==> config.mk <==
export PLATFORM = sky130hd
export DESIGN_NAME = auto_user_flat
export DESIGN_NICKNAME = d
export VERILOG_FILES = /design/src/rtl/ttt_pkg.sv /design/src/rtl/auto_user_if.sv /design/src/rtl/auto_user_lfsr16.sv /design/src/rtl/auto_user.sv /design/src/flat_wrapper.sv
export SDC_FILE = /design/constraint.sdc
export NUM_CORES = 1
export LEC_CHECK = 0
export CELL_PAD_IN_SITES_DETAIL_PLACEMENT = 0
export CELL_PAD_IN_SITES_GLOBAL_PLACEMENT = 1
export CORE_ASPECT_RATIO = 0.6
export CORE_MARGIN = 5
export CORE_UTILIZATION = 33
export DETAILED_ROUTE_END_ITERATION = 6
export HOLD_SLACK_MARGIN = 0.12
export MAX_ROUTING_LAYER = met4
export PLACE_DENSITY_LB_ADDON = 0.1
export SKIP_CTS_REPAIR_TIMING = 1
export SYNTH_ARGS = -nofsm -noshare
export SYNTH_HDL_FRONTEND = slang
export SYNTH_SLANG_ARGS = --single-unit
==> constraint.sdc <==
create_clock -name i_clk -period 2.6 [get_ports i_clk]
set_clock_uncertainty 0.1 [all_clocks]
set_input_delay 0.52 -clock i_clk [delete_from_list [all_inputs] [get_ports i_clk]]
set_output_delay 0.52 -clock i_clk [all_outputs]
set_load 0.05 [all_outputs]
==> src/rtl/ttt_pkg.sv <==
// Shared tic-tac-toe definitions: cell/result codes, board size and bot helpers.
package ttt_pkg;

  localparam logic [1:0] EMPTY  = 2'b00;
  localparam logic [1:0] CELL_O = 2'b01;
  localparam logic [1:0] CELL_X = 2'b11;

  localparam logic [1:0] NONE = 2'd0;
  localparam logic [1:0] XWIN = 2'd1;
  localparam logic [1:0] OWIN = 2'd2;

  localparam int         NUM_CELLS = 9;
  localparam logic [3:0] BAD_MOVE  = 4'hF;

  typedef enum logic [2:0] {
    ST_IDLE,
    ST_THINK,
    ST_SCAN,
    ST_STROBE,
    ST_RELEASE
  } bot_state_t;

  // Fold a 4-bit random value into the 0..8 square range.
  function automatic logic [3:0] fold_index(input logic [3:0] v);
    return (v >= 4'(NUM_CELLS)) ? v - 4'(NUM_CELLS) : v;
  endfunction

  function automatic logic [3:0] next_index(input logic [3:0] v);
    return (v == 4'(NUM_CELLS - 1)) ? 4'd0 : v + 4'd1;
  endfunction

endpackage

==> src/rtl/auto_user_if.sv <==
// Move-request handshake between the game FSM (master) and a move source (slave).
interface auto_user_if;
  logic [17:0] i_board;
  logic        i_need_userinput;
  logic        o_user_busy;
  logic [3:0]  o_user_move;
  logic        o_usermove_stb;

  modport master (
    output i_board, i_need_userinput,
    input  o_user_busy, o_user_move, o_usermove_stb
  );

  modport slave (
    input  i_board, i_need_userinput,
    output o_user_busy, o_user_move, o_usermove_stb
  );
endinterface

==> src/rtl/auto_user_lfsr16.sv <==
// Free-running 16-bit Galois LFSR, polynomial x^16+x^14+x^13+x^11+1 (right shift).
module lfsr16 #(
  parameter logic [15:0] SEED = 16'hACE1
) (
  input  logic        i_clk,
  input  logic        i_reset,
  output logic [15:0] o_lfsr
);
  localparam logic [15:0] TAPS = 16'hB400;

  logic [15:0] lfsr_reg;
  logic [15:0] lfsr_next;

  genvar gi;
  generate
    for (gi = 0; gi < 16; gi++) begin : g_bit
      if (gi == 15) begin : g_top
        assign lfsr_next[gi] = lfsr_reg[0];
      end else begin : g_mid
        assign lfsr_next[gi] = lfsr_reg[gi+1] ^ (TAPS[gi] & lfsr_reg[0]);
      end
    end
  endgenerate

  always_ff @(posedge i_clk) begin
    if (i_reset) lfsr_reg <= SEED;
    else         lfsr_reg <= lfsr_next;
  end

  assign o_lfsr = lfsr_reg;
endmodule

==> src/rtl/auto_user.sv <==
// Self-play O opponent: random empty square after a think delay, plus outcome tallies.
// Optional build macro AUTO_USER_STATS_EN enables the outcome statistics counters.
module auto_user
  import ttt_pkg::*;
#(
  parameter int          THINK_CYCLES = 8,
  parameter logic [15:0] LFSR_SEED    = 16'hACE1,
  parameter int          COUNT_W      = 16
) (
  input  logic               i_clk,
  input  logic               i_reset,
  auto_user_if.slave         mv,
  input  logic [1:0]         i_result,
  input  logic               i_isdraw,
  input  logic               i_result_stb,
  output logic [COUNT_W-1:0] o_games,
  output logic [COUNT_W-1:0] o_xwins,
  output logic [COUNT_W-1:0] o_owins,
  output logic [COUNT_W-1:0] o_draws
);
  localparam int            TW         = (THINK_CYCLES > 1) ? $clog2(THINK_CYCLES) : 1;
  localparam logic [TW-1:0] THINK_INIT = TW'(THINK_CYCLES - 1);

  bot_state_t    state_reg, state_next;
  logic [TW-1:0] think_reg, think_next;
  logic [3:0]    idx_reg, idx_next;
  logic [3:0]    scan_reg, scan_next;
  logic          busy_reg, busy_next;
  logic [3:0]    move_reg, move_next;
  logic          stb_reg, stb_next;

  logic [15:0]          lfsr_q;
  logic [NUM_CELLS-1:0] empty_vec;
  logic                 unused_lfsr_bits;

  lfsr16 #(.SEED(LFSR_SEED)) u_lfsr (
    .i_clk   (i_clk),
    .i_reset (i_reset),
    .o_lfsr  (lfsr_q)
  );
  assign unused_lfsr_bits = ^lfsr_q[15:4];

  genvar gi;
  generate
    for (gi = 0; gi < NUM_CELLS; gi++) begin : g_cell
      assign empty_vec[gi] = (mv.i_board[2*gi +: 2] == EMPTY);
    end
  endgenerate

  always_ff @(posedge i_clk) begin
    if (i_reset) begin
      state_reg <= ST_IDLE;
      think_reg <= '0;
      idx_reg   <= '0;
      scan_reg  <= '0;
      busy_reg  <= 1'b0;
      move_reg  <= '0;
      stb_reg   <= 1'b0;
    end else begin
      state_reg <= state_next;
      think_reg <= think_next;
      idx_reg   <= idx_next;
      scan_reg  <= scan_next;
      busy_reg  <= busy_next;
      move_reg  <= move_next;
      stb_reg   <= stb_next;
    end
  end

  // The strobe register is loaded on the transition into STROBE so it is high
  // exactly while the FSM sits in STROBE.
  always_comb begin
    state_next = state_reg;
    think_next = think_reg;
    idx_next   = idx_reg;
    scan_next  = scan_reg;
    busy_next  = busy_reg;
    move_next  = move_reg;
    stb_next   = 1'b0;
    case (state_reg)
      ST_IDLE: begin
        if (mv.i_need_userinput) begin
          busy_next  = 1'b1;
          think_next = THINK_INIT;
          idx_next   = fold_index(lfsr_q[3:0]);
          state_next = ST_THINK;
        end
      end
      ST_THINK: begin
        if (!mv.i_need_userinput) begin
          busy_next  = 1'b0;
          state_next = ST_IDLE;
        end else if (think_reg == '0) begin
          scan_next  = '0;
          state_next = ST_SCAN;
        end else begin
          think_next = think_reg - TW'(1);
        end
      end
      ST_SCAN: begin
        if (!mv.i_need_userinput) begin
          busy_next  = 1'b0;
          state_next = ST_IDLE;
        end else if (empty_vec[idx_reg]) begin
          move_next  = idx_reg;
          busy_next  = 1'b0;
          stb_next   = 1'b1;
          state_next = ST_STROBE;
        end else if (scan_reg == 4'(NUM_CELLS - 1)) begin
          move_next  = BAD_MOVE;
          busy_next  = 1'b0;
          stb_next   = 1'b1;
          state_next = ST_STROBE;
        end else begin
          idx_next  = next_index(idx_reg);
          scan_next = scan_reg + 4'd1;
        end
      end
      ST_STROBE: begin
        state_next = ST_RELEASE;
      end
      ST_RELEASE: begin
        // Hold off until the request is withdrawn so one request gets one answer.
        if (!mv.i_need_userinput) state_next = ST_IDLE;
      end
      default: begin
        state_next = ST_IDLE;
      end
    endcase
  end

  assign mv.o_user_busy    = busy_reg;
  assign mv.o_user_move    = move_reg;
  assign mv.o_usermove_stb = stb_reg;

`ifdef AUTO_USER_STATS_EN
  logic                          stb_prev_reg;
  logic                          rise;
  logic [3:0]                    inc;
  logic [3:0][COUNT_W-1:0]       cnt_q;

  always_ff @(posedge i_clk) begin
    if (i_reset) stb_prev_reg <= 1'b0;
    else         stb_prev_reg <= i_result_stb;
  end

  assign rise   = i_result_stb & ~stb_prev_reg;
  // Index order: games, draws, X wins, O wins; a draw outranks any result code.
  assign inc[0] = rise;
  assign inc[1] = rise & i_isdraw;
  assign inc[2] = rise & ~i_isdraw & (i_result == XWIN);
  assign inc[3] = rise & ~i_isdraw & (i_result == OWIN);

  generate
    for (gi = 0; gi < 4; gi++) begin : g_cnt
      logic [COUNT_W-1:0] cnt_reg;
      always_ff @(posedge i_clk) begin
        if (i_reset)
          cnt_reg <= '0;
        else if (inc[gi] && (cnt_reg != '1))
          cnt_reg <= cnt_reg + COUNT_W'(1);
      end
      assign cnt_q[gi] = cnt_reg;
    end
  endgenerate

  assign o_games = cnt_q[0];
  assign o_draws = cnt_q[1];
  assign o_xwins = cnt_q[2];
  assign o_owins = cnt_q[3];
`else
  logic unused_stats;
  assign unused_stats = ^{i_result, i_isdraw, i_result_stb};

  assign o_games = '0;
  assign o_xwins = '0;
  assign o_owins = '0;
  assign o_draws = '0;
`endif

endmodule
==> src/flat_wrapper.sv <==
// flat-port wrapper written by rule: the top's interface ports become plain ports
module auto_user_flat import ttt_pkg::*;
#(
  parameter int          THINK_CYCLES = 8,
  parameter logic [15:0] LFSR_SEED    = 16'hACE1,
  parameter int          COUNT_W      = 16
)
  (i_clk, i_reset, i_result, i_isdraw, i_result_stb, o_games, o_xwins, o_owins, o_draws, mv_i_board, mv_i_need_userinput, mv_o_user_busy, mv_o_user_move, mv_o_usermove_stb);
  auto_user_if mv_i ();
  input  logic i_clk;
  input  logic i_reset;
  input  logic [1:0] i_result;
  input  logic i_isdraw;
  input  logic i_result_stb;
  output logic [COUNT_W-1:0] o_games;
  output logic [COUNT_W-1:0] o_xwins;
  output logic [COUNT_W-1:0] o_owins;
  output logic [COUNT_W-1:0] o_draws;
  input wire logic [$bits(mv_i.i_board)-1:0] mv_i_board;
  input wire logic [$bits(mv_i.i_need_userinput)-1:0] mv_i_need_userinput;
  output wire logic [$bits(mv_i.o_user_busy)-1:0] mv_o_user_busy;
  output wire logic [$bits(mv_i.o_user_move)-1:0] mv_o_user_move;
  output wire logic [$bits(mv_i.o_usermove_stb)-1:0] mv_o_usermove_stb;
  assign mv_i.i_board = mv_i_board;
  assign mv_i.i_need_userinput = mv_i_need_userinput;
  assign mv_o_user_busy = mv_i.o_user_busy;
  assign mv_o_user_move = mv_i.o_user_move;
  assign mv_o_usermove_stb = mv_i.o_usermove_stb;
  auto_user #(.THINK_CYCLES(THINK_CYCLES), .LFSR_SEED(LFSR_SEED), .COUNT_W(COUNT_W)) u_core (.i_clk(i_clk), .i_reset(i_reset), .mv(mv_i), .i_result(i_result), .i_isdraw(i_isdraw), .i_result_stb(i_result_stb), .o_games(o_games), .o_xwins(o_xwins), .o_owins(o_owins), .o_draws(o_draws));
endmodule
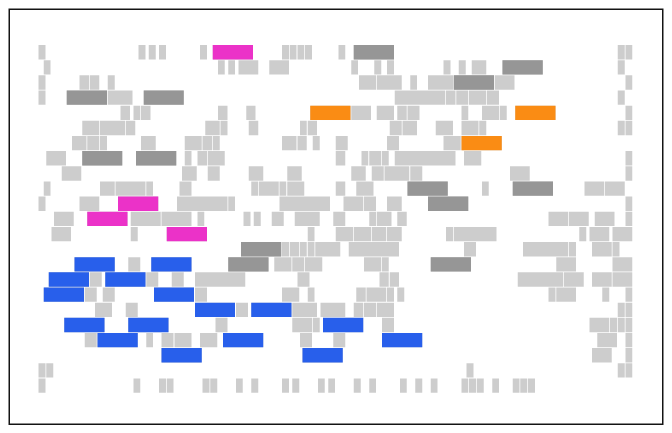
Fig. 1. Register map, names as in the netlist (run 1).
Other sequential cells in the stronger gray, the rest of the logic in the fainter gray.
Key: orange = u_core.state_reg [flops 3]; magenta = u_core.mv.o_user_move [flops 4, where west]; blue = u_core.u_lfsr.o_lfsr [flops 16]
Seq. pwr: 612 uW
Final Util: 38.53%
register area: 720.7 sq um
sequential share of cell area: 28.02%

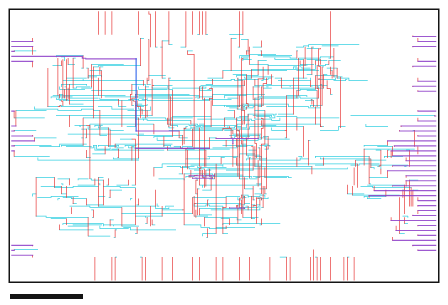
Fig. 2. Wiring by layer (run 1).
Bar = 20 um.
Key: purple = met3 [wire length 440 um]; cyan = met1 [wire length 2520 um]; blue = met4 [wire length 19.7 um]; red = met2 [wire length 1590 um]
vias: 1580
drt total wl: 4575 um
routed len/inst: 12.04 um
Tot GR Track Use: 10.82%

==> metrics.yaml, run 1 <==
outcome:
  status: "finished, final reports clean"
routing:
  vias_per_cell: 4.158
  drtIter0Drc: 36
  drc: 0
  first_pass_iters: 4
clock_network:
  clockBufferDepth: 2
  clock_sinks: 36
  insertion_delay_ns: 0.28
  cts.htree.levels: 2
  cts_root_buf: "clkbuf_16"
  cts_tree: "built"
  clk_pin_slew_worst_paths_ns: 0.06
  cts_buffers: 5
setup_path:
  worstPathRequired_ns: 2.68
  cp-end-kind: "flop"
  cp.arrival_ns: 2.31
  critical_path_class: "primary input to flop"
  path_max_fanout: 6
grt:
  grt_max_degree: 25
  grt_first_pass_wirelength_um: 6955
  antenna_found_initial: 0
  grt.overflow.total: 0
power:
  leakagePower_nw: 1.095
  ir_drop_mv: 0.3159
  p_seq_share_pct: 35.3
  power-top-group: "the clock network"
  internal_power_mw: 1.150
  clock_net_power_uw: 702
  switchingPower_uw: 585.9
  pwr-share-comb_pct: 24.3
  total_power_mw: 1.736
  p_comb_uw: 422
  clkPwrFrac_pct: 40.4
  switching_share_pct: 33.74
floorplan:
  die_y_um: 74.22
  chipWidth_um: 117.0
  num_rows: 23
  io_pins: 95
  floorplan.core_util_pct: 33.98
  core_area_sq_um: 6676
  die-area_sq_um: 8686
final_timing:
  tightest_slew_ns: 0.5151
  finalMaxSlewViolations: 0
  period_used_pct: 85.97
  hold_violations: 0
  max_freq_mhz: 447.4
  rsz0062_at_grt: "no"
  max_slew_margin_pct: 65.54
  layout_min_cycle_time_ns: 2.235
  setup_viol: 0
  setup-tns-final_ns: 0
final_layout:
  area_growth_pct: 13.40
  nNetsFinal: 325
  lay_top_count: "conb_1"
  final-comb-area_sq_um: 1206
  final_cell_mix: "conb_1 (64), dfxtp_1 (36), clkdlybuf4s50_1 (26)"
  fillers: 691
  largest_reg_flops: 16
  drive_above_1_share_pct: 12.63
  antenna_cells: 0
flow_run:
  cap_viol_max_count: 0
  warnings: 34
synthesis:
  ys_cells: 262
  async_flop_share_pct: 0
  synth_cells: 262
  yosys.stat.seqShare_pct: 31.77
  syn-mean-instance-area_sq_um: 8.658
  ys_warn_count: 0
  edf_count: 0
  ys_seq_elements: 36
  synth-main-ff-cell: "dfxtp_1"
  ys_chip_area_sq_um: 2268
placed_design:
  hpwl_um: 3626
  port_buffers: 26
  place_congestion: 0.7420
worst_hold_path:
  hold_path_class: "flop to flop"
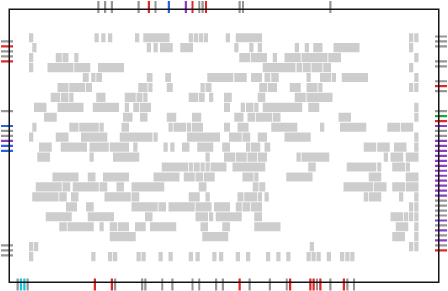
Fig. 3. Ports around the boundary (run 1).
Pins as bars across the die edge, other pins in gray.
Key: blue = mv_o_user_move [pins 4, direction output, edge 3 west, 1 north]; green = mv_o_user_busy [pins 1, direction output, edge east]; red = o_games [pins 16, direction output, edge 8 south, 3 north, 3 east, 2 west]; purple = mv_i_board [pins 18, direction input, edge 16 east, 1 west, 1 north]; cyan = i_result [pins 2, direction input, edge south]

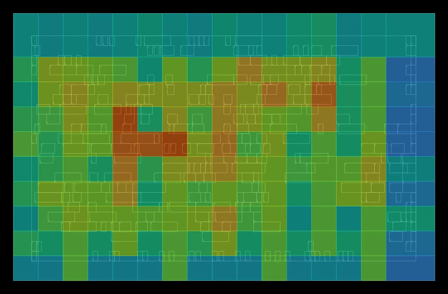
Fig. 4. Congestion heat map (run 1).
busiest grt layer: met1
GR Util met3: 3.496%
grt met2 use: 12.48%
met1 usage in global routing: 16.81%

[run 1: critical path: stages]
cell,delay [ns]
clkdlybuf4s50_1,0.45
nor2_1,0.04
mux4_2,0.50
a22oi_4,0.27
a21oi_1,0.19
a221oi_1,0.33
[run 1: stage by stage]
stage | cell area [sq um] | setup WS [ns] | hold WS [ns] | instances | util, %
after floorplan | 2505 | 0.7151 | 0.2895 | 325 | -
after global placement | 2401 | 0.07218 | 0.2921 | 372 | 35.96
after detailed placement | 2401 | 0.09179 | 0.2933 | 372 | 35.96
after CTS | 2572 | 0.3627 | 0.3078 | 380 | 38.53
after global routing | 2572 | 0.2272 | 0.3249 | 380 | 38.53
final | 2572 | 0.3647 | 0.3066 | 380 | 38.53
[run 1: final timing paths]
| check | from | endpoint | slack, ns | cells past startpoint |
|---|---|---|---|---|
| hold / removal | u_core.u_lfsr.o_lfsr[7] | u_core.u_lfsr.o_lfsr[6] | 0.31 | 1 |
| setup / recovery | mv_i_board[9] | u_core.idx_reg[1] | 0.36 | 6 |
| setup reg to reg | u_core.u_lfsr.o_lfsr[0] | u_core.idx_reg[1] | 0.57 | 6 |
| hold reg to reg | u_core.u_lfsr.o_lfsr[7] | u_core.u_lfsr.o_lfsr[6] | 0.31 | 1 |
[run 1: area by class of cell]
| class | count | area share (%) |
|---|---|---|
| Sequential cell | 36 | 28.02 |
| Clock inverter | 3 | 1.800 |
| Clock buffer | 5 | 4.864 |
| Tap cell | 87 | 4.231 |
| Timing Repair Buffer | 32 | 11.87 |
| Inverter | 16 | 2.335 |
| Multi-Input combinational cell | 201 | 46.89 |
[run 1: Yosys cell counts, types with 2 or more instances]
cell / number / area, sq um
o22ai_1: 3 / 18.77
a211oi_1: 2 / 15.01
nand4b_1: 2 / 17.52
xnor2_1: 6 / 52.55
or2_2: 7 / 43.79
a31o_2: 4 / 35.03
clkbuf_1: 7 / 26.28
a311oi_1: 2 / 17.52
nor4bb_1: 2 / 20.02
a21o_1: 2 / 15.01
a21oi_1: 9 / 45.04
nor3_1: 6 / 30.03
and3b_1: 2 / 17.52
mux4_2: 2 / 45.04
dfxtp_1: 36 / 720.7
o21ai_0: 4 / 20.02
inv_1: 14 / 52.55
nor2b_1: 11 / 68.82
ha_1: 8 / 100.1
inv_2: 2 / 7.510
nand4_1: 3 / 18.77
a221oi_1: 4 / 35.03
a221oi_2: 3 / 45.04
o31ai_1: 2 / 15.01
nand2_1: 6 / 22.52
nand2b_1: 6 / 37.54
nand3_1: 3 / 15.01
buf_4: 64 / 480.5
nor2_1: 25 / 93.84
[run 1: cell families after synthesis]
family / share of synthesized area [%]
simple gates: 18.53
fa+ha+maj: 4.413
compound gates: 14.89
flops: 31.77
buf+inv: 25.48
other cells: 0.1653
xor+xnor: 2.317
mux: 2.427
[run 1: per-layer routing]
layer  GRT usage [%]  wire length (um)  vias up  part of all wire [%]
met1           16.81              2521      691                    55
met5               -                 0        -                     0
met3           3.496               440        2                   9.6
met4           3.435                19        0                  0.42
met2           12.48              1593       63                    35
li1                -                 -      824                     -
==> run 2: changes to the inputs <==
Settings changed: CAP_MARGIN set to 0, RECOVER_POWER set to 50.
==> run 2 against run 1 <==
  * Final cell count stayed put
  * Combinational power hardly changed
  * Global-route usage stayed put
  * Utilization hardly changed
  * Critical endpoint unchanged
==> metrics.yaml, run 2 <==
clock_network:
  clk_pin_slew_worst_paths_ns: 0.06  # about the same
  insertion_delay_ns: 0.28  # about the same
  cts_root_buf: "clkbuf_16"
  clockBufferDepth: 2  # unchanged
  cts.htree.levels: 2  # unchanged
  cts_buffers: 5  # unchanged
final_timing:
  max_freq_mhz: 447.6  # about the same
  hold_ws_ns: 0.3065  # -0.00002000 ns
  setup_viol: 0  # unchanged
  max_slew_margin_pct: 65.28  # -0.26 points
  rsz0062_at_grt: "no"
  finalMaxSlewViolations: 0  # unchanged
  setup-tns-final_ns: 0  # unchanged
  period_used_pct: 85.94  # about the same
  hold_violations: 0  # unchanged
placed_design:
  port_buffers: 26  # unchanged
  place_congestion: 0.7420  # unchanged
  dp_cells: 372  # unchanged
  hpwl_um: 3626  # unchanged
setup_path:
  path_max_fanout: 6  # unchanged
  critical_path_class: "primary input to flop"
  crit_chain: "clkdlybuf4s50_1, nor2_1, mux4_2, a22oi_4, a21oi_1, a221oi_1"
  rr_startpoint: "u_core.u_lfsr.o_lfsr[0]"
  cp-end-kind: "flop"
  cp_slowest_cell: "mux4_2"
  cp.arrival_ns: 2.31  # about the same
  rrSetupSlack_ns: 0.57  # about the same
worst_hold_path:
  worst_hold_path.num_cells: 1  # unchanged
  hp-start: "u_core.u_lfsr.o_lfsr[7]"
  hold_path_class: "flop to flop"
outcome:
  status: "finished, final reports clean"
grt:
  use_met1_pct: 16.81  # unchanged
  grt_max_degree: 25  # unchanged
  grt_first_pass_wirelength_um: 6955  # unchanged
  grt_busiest_layer: "met1"
  grt.overflow.total: 0  # unchanged
  grt_usage_pct: 10.82  # unchanged
  antenna_found_initial: 0  # unchanged
routing:
  dr_total_vias: 1563  # -1.1%
  vias_per_cell: 4.113  # -1.1%
  drc: 0  # unchanged
  first_pass_iters: 4  # unchanged
  drtIter0Drc: 54  # +50%
  drt-total-wl_um: 4558  # -0.37%
final_layout:
  final-comb-area_sq_um: 1206  # unchanged
  area_growth_pct: 13.29  # about the same
  layout.area.seq_sq_um: 720.7  # unchanged
  final_cell_mix: "conb_1 (64), dfxtp_1 (36), nor2_1 (25)"
  nNetsFinal: 325  # unchanged
  largest_reg_flops: 16  # unchanged
  fillers: 692  # +0.14%
  antenna_cells: 0  # unchanged
  finalNonFillerCells: 380  # unchanged
  lay_top_count: "conb_1"
floorplan:
  io_pins: 95  # unchanged
  chipWidth_um: 117.0  # unchanged
  num_rows: 23  # unchanged
  die_y_um: 74.22  # unchanged
power:
  leakagePower_nw: 1.106  # +0.95%
  ir_drop_mv: 0.3159  # about the same
synthesis:
  yosys-top-cells-count: "buf_4 (64), dfxtp_1 (36), nor2_1 (25)"
  synth_cells: 262  # unchanged
  yosys.stat.seqShare_pct: 31.77  # unchanged
  largest_area_cell: "dfxtp_1"
  ys_cells: 262  # unchanged
  area_leaders: "dfxtp_1 (32%), buf_4 (21%), ha_1 (4.4%), nor2_1 (4.1%), nor2b_1 (3.0%)"
  ys_chip_area_sq_um: 2268  # unchanged
  synth-main-ff-cell: "dfxtp_1"
  yosys.cell_count.top_type: "buf_4"
  syn-mean-instance-area_sq_um: 8.658  # unchanged
  async_flop_share_pct: 0  # unchanged
flow_run:
  cap_viol_max_count: 0  # unchanged
  warnings: 34  # unchanged
## run 2: cell count changes in the layout (fill, tap and decap cells not counted)
| cell | delta |
|---|---|
| dlygate4sd3_1 | +4 |
| buf_4 | -1 |
| clkbuf_2 | +1 |
| clkdlybuf4s50_1 | -4 |
## run 2: logic make-up after synthesis
| group | Yosys count | share of synthesized area, % |
|---|---|---|
| buffers and inverters | 88 | 25.48 |
| muxes | 3 | 2.427 |
| xor gates and xnor gates | 6 | 2.317 |
| AOI/OAI and AO/OA | 42 | 14.89 |
| and+or+nand+nor | 78 | 18.53 |
| other | 1 | 0.1653 |
| adders and majority gates | 8 | 4.413 |
| DFF | 36 | 31.77 |
## run 2: final cells by class
cell class / instances / area share [%]
timing repair buffer: 32 / 11.78
tap: 87 / 4.236
clock inverter: 3 / 1.801
clock buffer: 5 / 4.869
sequential: 36 / 28.04
inverter: 16 / 2.337
multi-input combinational: 201 / 46.93
## run 2: power by group
part / switching, mW / internal [mW] / total (mW)
registers: 0.0277 / 0.585 / 0.612
logic: 0.312 / 0.109 / 0.421
clock network: 0.247 / 0.456 / 0.702
total: 0.586 / 1.15 / 1.74
## run 2: worst max-delay path by stage
stage / start / endpoint / slack (ns) / cells past startpoint
floorplan: mv_i_board[9] / u_core.mv.o_user_busy / 0.72 / 6
global placement: mv_i_board[9] / u_core.idx_reg[0] / 0.07 / 6
detailed placement: mv_i_board[9] / u_core.scan_reg[2] / 0.09 / 7
CTS: mv_i_board[9] / u_core.idx_reg[1] / 0.36 / 6
global route: mv_i_need_userinput / u_core.idx_reg[0] / 0.23 / 6
finish: mv_i_board[9] / u_core.idx_reg[1] / 0.37 / 6
## run 2: worst max-delay path: cells and delay by family
family / cells / cell delay [ns]
buf+inv: 1 / 0.45
mux: 1 / 0.50
compound gates: 3 / 0.79
simple gates: 1 / 0.04
## run 2: layer usage
layer | part of all wire (%) | routed length, um | vias up
met5 | 0 | 0 | -
met4 | 0.42 | 19 | 0
met3 | 9.4 | 428 | 2
met2 | 35 | 1573 | 57
met1 | 56 | 2536 | 681
li1 | - | - | 823
## run 2: per-stage QoR
stage	utilization (%)	instance area, sq um	total power [mW]	setup WS (ns)
finish	38.49	2570	1.736	0.3656
CTS	38.53	2572	1.755	0.3627
floorplan	-	2505	1.044	0.7151
detailed placement	35.96	2401	1.043	0.09179
global route	38.49	2570	1.815	0.2255
global placement	35.96	2401	1.046	0.07218
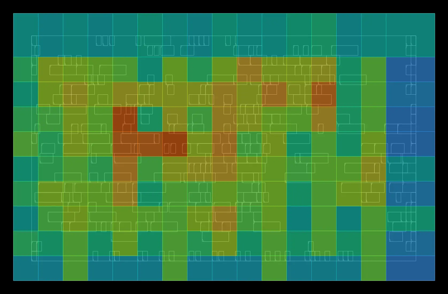
Fig. 5. Congestion heat map (run 2).
Final Util: 38.49%
routed len/inst: 11.99 um

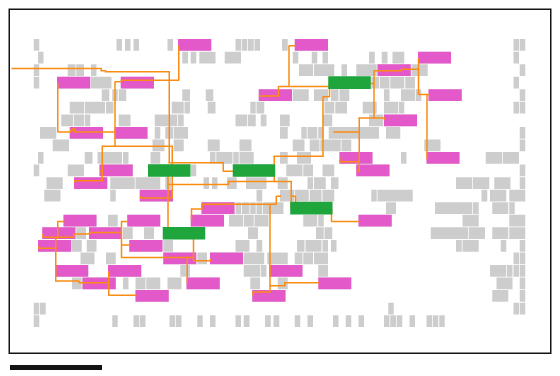
Fig. 6. Clock wires, drivers and flops (run 2).
Bar = 20 um.
Key: magenta = flip-flops [count 36]; green = cells driving clock nets [count 5]; orange = clock wires [length 550 um]
There are 6 routed clock nets.
Clk. pwr: 702 uW
Clock power frac: 40.5%

Fig. 7: run 2, ports around the boundary
Pins as bars across the die edge, other pins in gray.
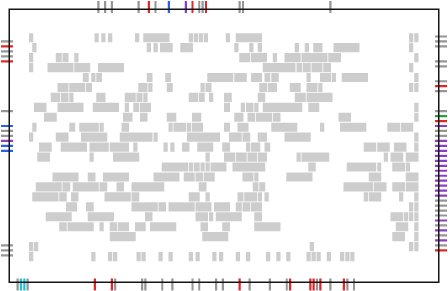

==> run 3: changes to the inputs <==
Settings changed: CORE_MARGIN 5 to 3.
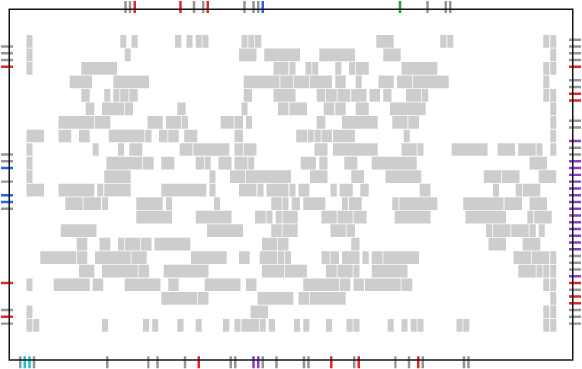
Fig. 8. Ports around the boundary (run 3).
Pins as bars across the die edge, other pins in gray.
Die Span Y: 70.22 um
Chip Width: 113.0 um
Port Buf Inserts: 26

==> run 3 against run 2 <==
  * Cell area about the same
  * Highest routed layer is now met3
  * Clock power decreased by 15%
  * Setup slack got worse by 0.026 ns
  * Routed wire length decreased by 2.9%
  * Worst hold slack improved by 0.00058 ns
  * Register-to-register slack got worse by 0.02 ns
==> metrics.yaml, run 3 <==
floorplan:
  core_area_sq_um: 6386
  floorplan.core_util_pct: 35.52
  io_pins: 95  # unchanged
  num_rows: 22  # -4.3%
  die-area_sq_um: 7937
power:
  ir_drop_mv: 0.3355  # +6.2%
  leakagePower_nw: 1.103  # -0.25%
  total_power_mw: 1.631  # -6.0%
  power.density_nw_per_um2: 634.0
final_layout:
  area_growth_pct: 13.40  # about the same
  final-comb-area_sq_um: 1206  # unchanged
  nNetsFinal: 329  # +1.2%
  final_cell_mix: "conb_1 (64), dfxtp_1 (36), nor2_1 (25)"
  largest_reg_flops: 16  # unchanged
  layout.area.seq_sq_um: 720.7  # unchanged
  antenna_cells: 0  # unchanged
  lay_top_count: "conb_1"
  fillers: 662  # -4.3%
  drive_above_1_share_pct: 13.47
grt:
  grt_first_pass_wirelength_um: 6948  # -0.10%
  grt_pass1_vias: 1378
  grt_usage_pct: 11.22  # +0.40 points
  antenna_found_initial: 0  # unchanged
  grt.overflow.total: 0  # unchanged
  grt_max_degree: 20  # -20%
final_timing:
  finalMaxSlewViolations: 0  # unchanged
  hold_violations: 0  # unchanged
  setup-tns-final_ns: 0  # unchanged
  setup_viol: 0  # unchanged
  rsz0062_at_grt: "no"
  max_freq_mhz: 442.3  # -1.2%
  max_slew_margin_pct: 48.70  # -17 points
  tightest_slew_ns: 0.7696
  period_used_pct: 86.95  # +1.0 points
  layout_min_cycle_time_ns: 2.261
flow_run:
  cap_viol_max_count: 0  # unchanged
  warnings: 34  # unchanged
routing:
  drc: 0  # unchanged
  ant_nets: 0
  dr_total_vias: 1607  # +2.8%
  first_pass_iters: 4  # unchanged
  vias_per_cell: 4.218  # +2.5%
  wire_per_inst_um: 11.61  # -3.2%
  drtIter0Drc: 63  # +17%
  drt-total-wl_um: 4424  # -2.9%
synthesis:
  edf_count: 0
  netlist_area_sq_um: 2268
  yosys.stat.seqShare_pct: 31.77  # unchanged
  yosys-top-cells-count: "buf_4 (64), dfxtp_1 (36), nor2_1 (25)"
  ys_cells: 262  # unchanged
  yosysUniqueCellTypes: 44
  syn-mean-instance-area_sq_um: 8.658  # unchanged
  synth_cells: 262  # unchanged
  ys_chip_area_sq_um: 2268  # unchanged
  ys_warn_count: 0
  top_cell_area_share_pct: 31.77
  ys_seq_elements: 36
  largest_area_cell: "dfxtp_1"
  async_flop_share_pct: 0  # unchanged
  yosys.cell_count.top_type: "buf_4"
  synth-main-ff-cell: "dfxtp_1"
  area_leaders: "dfxtp_1 (32%), buf_4 (21%), ha_1 (4.4%), nor2_1 (4.1%), nor2b_1 (3.0%)"
placed_design:
  hpwl_um: 3469  # -4.3%
  place_congestion: 0.7745  # +4.4%
setup_path:
  path_max_fanout: 6  # unchanged
  critical_path_class: "primary input to flop"
  cp-end-kind: "flop"
  start_kind: "primary input"
  worstPathRequired_ns: 2.67
  cp.arrival_ns: 2.33  # +0.02 ns
clock_network:
  clockBufferDepth: 2  # unchanged
  cts_root_buf: "clkbuf_16"
  clock_sinks: 36
  cts_tree: "built"
  cts.htree.levels: 2  # unchanged
  cts_buffers: 5  # unchanged
  clk_pin_slew_worst_paths_ns: 0.06  # about the same
outcome:
  status: "finished, final reports clean"
worst_hold_path:
  hold_path_class: "flop to flop"
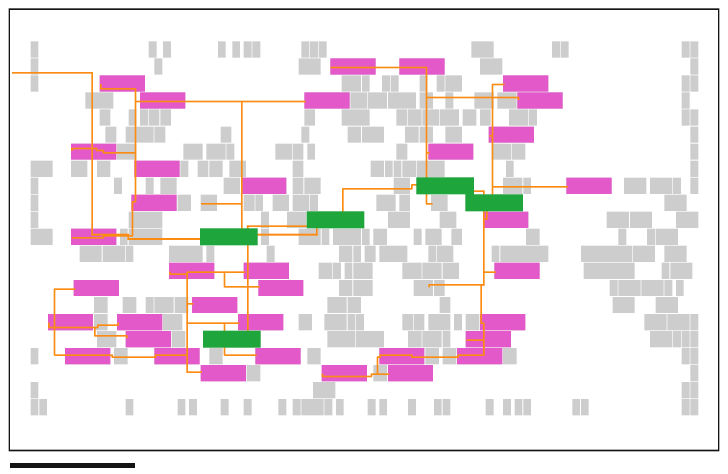
Fig. 9. Clock wires, drivers and flops (run 3).
Bar = 20 um.
later-pin clock latency in the skew report: 0.28 ns
Clk. pwr: 595 uW
Clock power frac: 36.5%

==> run 3: worst paths after layout <==
path / depth (start not counted) / from / slack, ns / end
setup reg to reg: 5 / u_core.idx_reg[1] / 0.55 / u_core.idx_reg[1]
setup / recovery: 6 / mv_i_board[13] / 0.34 / u_core.idx_reg[1]
hold reg to reg: 1 / u_core.u_lfsr.o_lfsr[8] / 0.31 / u_core.u_lfsr.o_lfsr[7]
hold / removal: 1 / u_core.u_lfsr.o_lfsr[8] / 0.31 / u_core.u_lfsr.o_lfsr[7]
==> run 3: cell families (layout without fill, tap and decap cells) <==
kind of cell | count (synthesis) | count (layout) | synth area share [%]
buf+inv | 88 | 60 | 25.48
compound gates | 42 | 42 | 14.89
xor+xnor | 6 | 6 | 2.317
simple gates | 78 | 78 | 18.53
mux | 3 | 3 | 2.427
fa+ha+maj | 8 | 8 | 4.413
flops | 36 | 36 | 31.77
other cells | 1 | 64 | 0.1653
==> run 3: final cells by class <==
| cell class | instances | share of cell area, % |
|---|---|---|
| clock buffers | 5 | 4.864 |
| clock inverters | 3 | 0.9241 |
| inverters | 16 | 2.335 |
| multi-input cells | 201 | 46.89 |
| flip-flops and latches | 36 | 28.02 |
| well taps | 84 | 4.086 |
| repair buffers | 36 | 12.89 |
==> run 3: routing by layer <==
metal  track usage, %  vias to the layer above  wire (um)
li1                 -                      824          -
met1            17.70                      716       2396
met2            12.73                       67       1606
met3            3.983                        0        420
met4            2.800                        0          0
met5                -                        -          0
==> run 3: where the power goes <==
part	internal, mW	leakage [nW]	switching (mW)
logic	0.112	0.740	0.311
registers	0.585	0.297	0.0282
clock network	0.356	0.0660	0.239
==> run 3: through the flow <==
stage                     hold WS (ns)  instance area [sq um]  worst slack, ns  utilization, %  cells
after floorplan                 0.2895                   2505           0.7151               -    325
after global placement          0.2920                   2427          0.05203           38.01    373
after detailed placement        0.2940                   2427           0.1038           38.01    373
after CTS                       0.3074                   2576           0.3541           40.34    381
after global routing            0.3182                   2572           0.2512           40.28    381
final                           0.3071                   2572           0.3392           40.28    381
==> run 3: critical path, stage by stage <==
cell	delay, ns
clkdlybuf4s50_1	0.46
nor2_1	0.05
mux4_2	0.49
a22oi_4	0.28
a21oi_1	0.18
a221oi_1	0.36
Power and IR drop assume default switching activity.
